--- src/rtl/if_fetch_pkg.sv ---
// Shared definitions for the instruction-fetch stage: FSM states,
// default reset PC and the skid-register payload width.
package if_fetch_pkg;

  typedef enum logic [1:0] {
    ST_IDLE = 2'd0,  // no request outstanding
    ST_WAIT = 2'd1,  // request outstanding, response will be kept
    ST_DROP = 2'd2   // request outstanding, response will be discarded
  } fetch_state_e;

  localparam logic [31:0] RESET_PC_DEFAULT = 32'h0000_0000;

  // Skid payload is {PC+4, instruction}.
  localparam int unsigned SKID_W = 64;

  // Fetch addresses are always word aligned.
  function automatic logic [31:0] word_align(input logic [31:0] addr);
    return {addr[31:2], 2'b00};
  endfunction

endpackage

--- src/rtl/if_skid_reg.sv ---
// One-entry skid register. Priority: clear, then load, then unload.
// Data only changes on load; valid tells whether the entry is occupied.
module if_skid_reg
  import if_fetch_pkg::*;
#(
  parameter int unsigned W = SKID_W
) (
  input  logic         clk,
  input  logic         rst,
  input  logic         clear,
  input  logic         load,
  input  logic         unload,
  input  logic [W-1:0] load_data,
  output logic         valid,
  output logic [W-1:0] data
);

  logic         valid_q, valid_d;
  logic [W-1:0] data_q, data_d;

  // Next-state of the single entry.
  always_comb begin
    valid_d = valid_q;
    data_d  = data_q;
    if (clear) begin
      valid_d = 1'b0;
    end else if (load) begin
      valid_d = 1'b1;
      data_d  = load_data;
    end else if (unload) begin
      valid_d = 1'b0;
    end
  end

  // Entry storage with synchronous active-low reset.
  always_ff @(posedge clk) begin
    if (!rst) begin
      valid_q <= 1'b0;
      data_q  <= '0;
    end else begin
      valid_q <= valid_d;
      data_q  <= data_d;
    end
  end

  assign valid = valid_q;
  assign data  = data_q;

endmodule

--- src/rtl/if_fetch.sv ---
// Instruction fetch stage: request FSM, fetch PC, output register towards
// IF/ID and a one-entry skid buffer so a stalled consumer never loses data.
//
// Handshake: the IF/ID register consumes the presented word (fire) in any
// cycle where valid_out=1 and stall=0; the memory side holds imem_req and
// imem_addr steady until a cycle with imem_ack=1, whose imem_rdata is the
// answer to that address.
module if_fetch
  import if_fetch_pkg::*;
#(
  parameter logic [31:0] RESET_PC = RESET_PC_DEFAULT
) (
  input  logic         clk,
  input  logic         rst,
  input  logic         stall,
  input  logic         redirect,
  input  logic [31:0]  redirect_pc,
  output logic         imem_req,
  output logic [31:0]  imem_addr,
  input  logic         imem_ack,
  input  logic [31:0]  imem_rdata,
  output logic [31:0]  Instruction_out,
  output logic [31:0]  PCplus4_out,
  output logic         valid_out,
  output fetch_state_e dbg_state
);

  fetch_state_e state_q, state_d;
  logic [31:0]  pc_q, pc_d;
  logic [31:0]  addr_q, addr_d;
  logic         req_q, req_d;
  logic [31:0]  instr_q, instr_d;
  logic [31:0]  pcp4_q, pcp4_d;
  logic         valid_q, valid_d;

  logic              fire, out_open, resp_ok, resp_to_skid;
  logic [31:0]       resp_pcp4;
  logic              skid_valid, skid_load, skid_unload, skid_clear;
  logic [SKID_W-1:0] skid_data;

  // Output-register, skid-control and FSM next-state decisions.
  always_comb begin
    state_d     = state_q;
    pc_d        = pc_q;
    addr_d      = addr_q;
    instr_d     = instr_q;
    pcp4_d      = pcp4_q;
    valid_d     = valid_q;
    skid_unload = 1'b0;

    fire         = valid_q & ~stall;
    out_open     = ~valid_q | fire;
    // A response is kept only in WAIT and only when no redirect kills it.
    resp_ok      = (state_q == ST_WAIT) & imem_ack & ~redirect;
    resp_pcp4    = addr_q + 32'd4;
    resp_to_skid = resp_ok & ~out_open;
    skid_clear   = redirect;
    skid_load    = resp_to_skid;

    // Skid contents are older than any live response, so they go first.
    if (redirect) begin
      valid_d = 1'b0;
    end else if (out_open) begin
      if (skid_valid) begin
        pcp4_d      = skid_data[63:32];
        instr_d     = skid_data[31:0];
        valid_d     = 1'b1;
        skid_unload = 1'b1;
      end else if (resp_ok) begin
        pcp4_d  = resp_pcp4;
        instr_d = imem_rdata;
        valid_d = 1'b1;
      end else begin
        valid_d = 1'b0;
      end
    end

    case (state_q)
      ST_IDLE: begin
        if (!redirect && !skid_valid) state_d = ST_WAIT;
      end
      ST_WAIT: begin
        if (imem_ack) begin
          // Once a word is parked in the skid, stop fetching until it drains.
          state_d = resp_to_skid ? ST_IDLE : ST_WAIT;
          pc_d    = pc_q + 32'd4;
        end else if (redirect) begin
          state_d = ST_DROP;
        end
      end
      ST_DROP: begin
        if (imem_ack) state_d = ST_WAIT;
      end
      default: state_d = ST_IDLE;
    endcase

    if (redirect) pc_d = word_align(redirect_pc);

    // The memory address only moves when a new request starts; in DROP it
    // keeps the stale address until that request is acknowledged.
    if (state_d == ST_WAIT) addr_d = pc_d;
    req_d = (state_d != ST_IDLE);
  end

  // FSM, PC and registered outputs.
  always_ff @(posedge clk) begin
    if (!rst) begin
      state_q <= ST_IDLE;
      pc_q    <= RESET_PC;
      addr_q  <= RESET_PC;
      req_q   <= 1'b0;
      instr_q <= 32'd0;
      pcp4_q  <= 32'd0;
      valid_q <= 1'b0;
    end else begin
      state_q <= state_d;
      pc_q    <= pc_d;
      addr_q  <= addr_d;
      req_q   <= req_d;
      instr_q <= instr_d;
      pcp4_q  <= pcp4_d;
      valid_q <= valid_d;
    end
  end

  if_skid_reg #(.W(SKID_W)) u_skid (
    .clk       (clk),
    .rst       (rst),
    .clear     (skid_clear),
    .load      (skid_load),
    .unload    (skid_unload),
    .load_data ({resp_pcp4, imem_rdata}),
    .valid     (skid_valid),
    .data      (skid_data)
  );

  assign imem_req        = req_q;
  assign imem_addr       = addr_q;
  assign Instruction_out = instr_q;
  assign PCplus4_out     = pcp4_q;
  assign valid_out       = valid_q;
  assign dbg_state       = state_q;

endmodule

--- config.mk ---
export PLATFORM = sky130hd
export DESIGN_NAME = if_fetch
export DESIGN_NICKNAME = d
export VERILOG_FILES = /design/src/rtl/if_fetch_pkg.sv /design/src/rtl/if_skid_reg.sv /design/src/rtl/if_fetch.sv
export SDC_FILE = /design/constraint.sdc
export NUM_CORES = 1
export LEC_CHECK = 0
export ABC_AREA = 1
export CAP_MARGIN = 5
export CORE_MARGIN = 10
export CORE_UTILIZATION = 45
export CTS_CLUSTER_DIAMETER = 60
export DETAILED_ROUTE_END_ITERATION = 8
export GPL_ROUTABILITY_DRIVEN = 0
export PLACE_DENSITY = 0.77
export SYNTH_ARGS = -nofsm -noshare
export SYNTH_HDL_FRONTEND = slang
export SYNTH_SLANG_ARGS = --single-unit
--- constraint.sdc ---
create_clock -name clk -period 2.2 [get_ports clk]
set_clock_uncertainty 0.15 [all_clocks]
set_input_delay 0.22 -clock clk [delete_from_list [all_inputs] [get_ports clk]]
set_output_delay 0.22 -clock clk [all_outputs]
set_load 0.005 [all_outputs]
### Sequential cells coloured by netlist name

Other sequential cells in the stronger grey, the rest of the logic in the fainter grey.
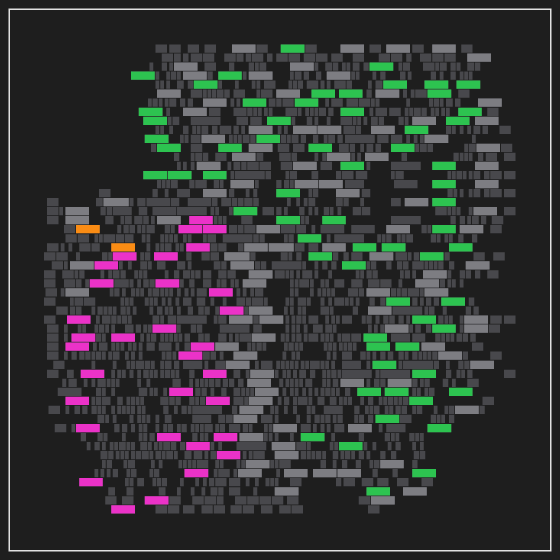
legend:
  u_skid.data:
    colour: green
    sequential_cells: 64
  pc_q:
    colour: magenta
    sequential_cells: 32
  dbg_state:
    colour: orange
    sequential_cells: 2
not coloured: 99

### Cells by drive strength

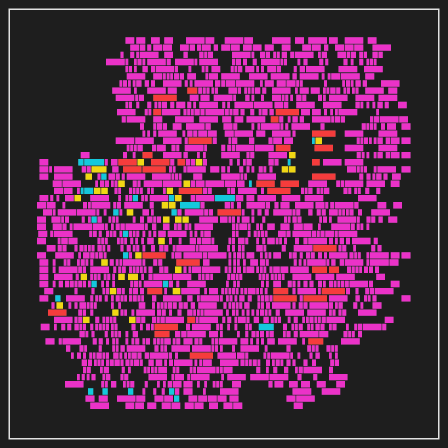
legend:
  x3 and x4:
    colour: yellow
    cells: 34
    share: 2.2%
  x6 and larger:
    colour: red
    cells: 38
    share: 2.5%
  x2:
    colour: cyan
    cells: 26
    share: 1.7%
  x1 and smaller:
    colour: magenta
    cells: 1422
    share: 94%

### Cell area per tile

The die is cut into 16 by 16 equal tiles; black is low, pale yellow is high, 0 to 100% covered.
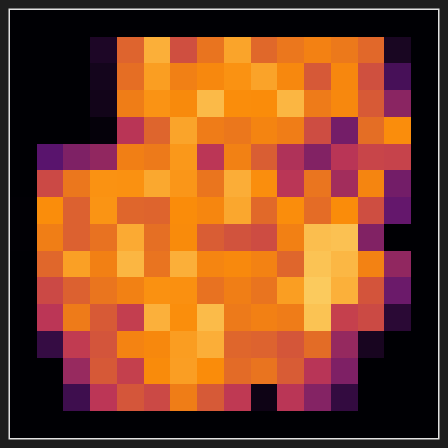
densest ninth of the die: centre
mean over tiles: 43%
fullest tile: 88%
nearly empty tiles: 30%
tiles over 75% full: 16%
FP Util: 45.49%
Core ar.: 20100 um^2
post-route core utilization: 58.79%

### Routing congestion map

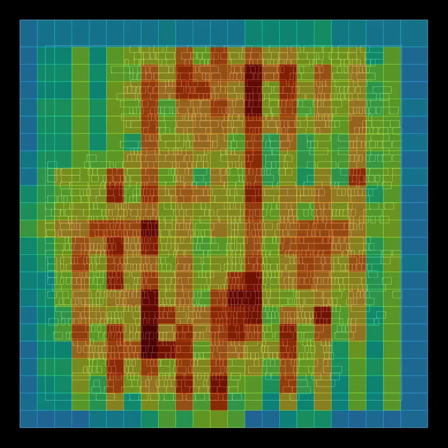
GR Layer Usage met2: 32.96%
Avg WL per Cell: 15.44 um
GRT met1 Usage: 25.57%
total track usage: 20.33%
M3 GR Usage: 3.792%

### Cells coloured by class

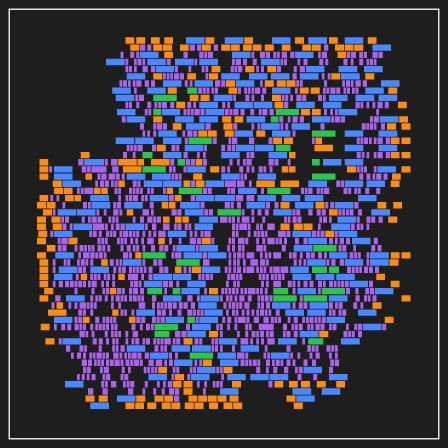
legend:
  remaining logic cells:
    colour: purple
    cells: 1087
    share_of_their_area: 43%
  clock drivers and dummy loads:
    colour: green
    cells: 32
    share_of_their_area: 5.3%
  remaining buffers and delay cells:
    colour: orange
    cells: 204
    share_of_their_area: 18%
  registers:
    colour: blue
    cells: 197
    share_of_their_area: 34%

==> impl_summary.log <==
[report] implementation figures
[metrics] result of the run: finished, final reports clean
[metrics] ranking of synthesized cells by instance count: sky130_fd_sc_hd__nand2_1, sky130_fd_sc_hd__nor2_1, sky130_fd_sc_hd__dfxtp_1
[metrics] count of unresolved DRC violations after routing: 0
[metrics] Vias/cell: 5.196
[metrics] Die H: 162.6 um
[metrics] yosys cell count: 1354
[metrics] cell class contributing the biggest share of worst-path delay: simple AND/OR/NAND/NOR gates
[metrics] H-tree level count: 4
[metrics] cells after synthesis: 1354
[metrics] total CTS buffers: 17
[metrics] global-route wire length before repair: 44.21 mm
[metrics] number of warnings the tools reported: 30
[metrics] post-synthesis sequential element count: 197
[metrics] Top cell area share: 43.12%
[metrics] Setup Crit Path Kind: reg -> reg
[metrics] fin crit share: 90.95%
[metrics] flop share of the area: 33.40%
[metrics] type of the tightest min-delay check: in -> reg
[metrics] worst slack at placement: 28.64 ps
[metrics] Crit Path Max Fanout: 6
[metrics] vias: 9301
[metrics] CP endpoint kind: register
[metrics] Net Count, Synth: 1425
[metrics] Hold Vio Cnt, Final: 0
[metrics] Max IR drop VDD: 0.0005392 V
[metrics] share of final-layout standard cells stronger than drive strength 1: 6.447%
[metrics] detailed router's first-iteration violation count: 772
[metrics] top logic cells by instance count in the layout: sky130_fd_sc_hd__nand2_1, sky130_fd_sc_hd__nor2_1, sky130_fd_sc_hd__dfxtp_1
[metrics] comb_multi_in: 967
[metrics] Skew-Pair Late Insertion Delay: 440 ps
[metrics] via count of the first global-routing pass: 8718
[metrics] final setup margin: 199.0 ps
[metrics] root buffer cell: sky130_fd_sc_hd__clkbuf_16
[metrics] Final Net Count: 1578
[metrics] drt first pass iters: 5
[metrics] total wire length after detailed routing: 27.64 mm
[metrics] total of clock buffers placed in the layout: 17
[metrics] measured slew at the worst slew-check pin: 513.5 ps
[metrics] initial antenna violation count: 0
[metrics] Netlist cell types: 34
[metrics] Data buffer area share: 17.21%
[metrics] nonclk buf count: 204
[metrics] cell taking the most area after synthesis: sky130_fd_sc_hd__dfxtp_1
[metrics] Async S/R FF share, synth: 0%
[metrics] width of the die: 162.6 um
[metrics] netlist area before placement: 9145 um^2
[metrics] CP peak stage delay: 520 ps
[metrics] Area-dominant class: multi-input combinational cells
[metrics] Worst path most repeated cell: sky130_fd_sc_hd__nand2_1
[metrics] max-capacitance violation count: 0
[metrics] sequential area share after synthesis: 43.12%
[metrics] Max Slew Vio Count: 0
[metrics] Well-Tap Cells: 270
[metrics] DPL Wire Length: 19.98 mm
[metrics] largest cells by area after synthesis: sky130_fd_sc_hd__dfxtp_1, sky130_fd_sc_hd__nand2_1, sky130_fd_sc_hd__nor2_1, sky130_fd_sc_hd__o21ai_0, sky130_fd_sc_hd__inv_1
[metrics] maximum number of pins on one net before global-route repair: 109
[metrics] crit path DRT: 2420 ps
[metrics] number of cell rows: 52
[metrics] post-layout power: 8079 uW
[metrics] count of buffers inserted at the top-level ports: 166
[metrics] filler cell count in the final layout: 1873
[metrics] fraction of standard cell area in multi-input logic: 37.56%
[metrics] area delta synth->final: 29.24%
[metrics] EDFF count, synth: 0
[metrics] arrival time worst endpoint: 2220 ps
[metrics] number of antenna cells inserted: 0
[metrics] number of buffers inserted for hold repair after clock tree synthesis: 1
[metrics] Top FF cell, synth: sky130_fd_sc_hd__dfxtp_1
[metrics] worst rel slew slack: 65.72%
[metrics] Die Size: 26420 um^2
[metrics] postcts setup bufs: 0
[metrics] CP bufs+invs: 0
[metrics] crit path cell chain: nand2_1 -> nor2_1 -> nand2_1 -> nor3_1 -> xor2_1 -> nand2_1 -> a21oi_1
[metrics] Gates resized, CTS repair: 0
[metrics] total grt overflow: 0
[metrics] fraction of area in clock buffers and inverters: 5.156%
[metrics] Avg Inst Size Synth: 6.754 um^2
[metrics] number of flip-flops and latches: 197
[metrics] Max Clock Freq: 499.8 MHz
[metrics] area reported by Yosys stat: 9145 um^2
[metrics] ports placed on the boundary: 169
[metrics] multi-input logic area: 4439 um^2
[metrics] Setup TNS Final: 0 ps
[metrics] Period minus WS final: 2001 ps
[metrics] slowest stage cell, crit path: sky130_fd_sc_hd__dfxtp_1
[metrics] cell leakage power: 0.005009 uW
[metrics] register area: 3948 um^2
[metrics] count of antenna-violating nets left after detailed routing: 0
[metrics] Sink Count: 197
[metrics] nonclk inv count: 120
[metrics] most frequently used cell type in the post-synthesis netlist: sky130_fd_sc_hd__nand2_1
[metrics] clock-pin slew of the registers on the worst-case setup and hold paths: 80 ps
[metrics] element type at the critical path start: register
[metrics] most frequent logic cell in the layout: sky130_fd_sc_hd__nand2_1
[metrics] setup violators final: 0
[metrics] Ys Warns: 0
[metrics] Power Density: 683.6 nW/um^2
[metrics] unrepaired setup endpoints after global routing: false
[metrics] Clock Tree Buf Depth: 2
[metrics] CTS tree: built
metrics by stage:
| step | hold WS, ps | instances | cell area [um^2] |
|---|---|---|---|
| after floorplan | 194.9 | 1354 | 9145 |
| after global placement | 272.6 | 1757 | 11190 |
| after detailed placement | 277.0 | 1757 | 11190 |
| after CTS | 194.3 | 1790 | 11810 |
| after global routing | 217.4 | 1790 | 11820 |
| final | 209.0 | 1790 | 11820 |
final timing paths:
| kind | start | end | slack (ps) | cells after the start |
|---|---|---|---|---|
| setup / recovery | imem_addr[11] | PCplus4_out[21] | 200 | 7 |
| hold reg to reg | pc_q[0] | pc_q[0] | 290 | 2 |
| hold / removal | redirect_pc[18] | pc_q[18] | 210 | 3 |
| setup reg to reg | imem_addr[11] | PCplus4_out[21] | 200 | 7 |
routing by layer:
metal | part of all wire [%] | up-vias | routed length [um] | global-route usage (%)
li1 | - | 4699 | - | -
met2 | 46 | 335 | 12810 | 32.96
met4 | 4.1 | 0 | 1128 | 9.754
met5 | 0 | - | 0 | 0
met3 | 6.0 | 65 | 1656 | 3.792
met1 | 44 | 4202 | 12050 | 25.57
flip-flops by register name, indices dropped and copies added, names as in the netlist:
name and cells:
valid_out 1, pc_q 32, imem_req 1, Instruction_out 32, imem_addr 32, u_skid.data 64, PCplus4_out 32, u_skid.valid 1
dbg_state 2
logic make-up after synthesis:
family                   count (synthesis)  share of synthesized area (%)
AND-OR/OR-AND                          272                          15.83
AND/OR/NAND/NOR                        672                          30.35
adder cells (fa/ha/maj)                  2                         0.2736
XOR/XNOR                                21                          2.011
flip-flops                             197                          43.12
buffers and inverters                  190                          8.414
report_power, final:
part / switching (uW) / internal (uW)
registers: 182 / 3710
logic: 520 / 511
clock network: 1610 / 1550
Power figures rest on the tool's default switching activity, not on a simulated workload.
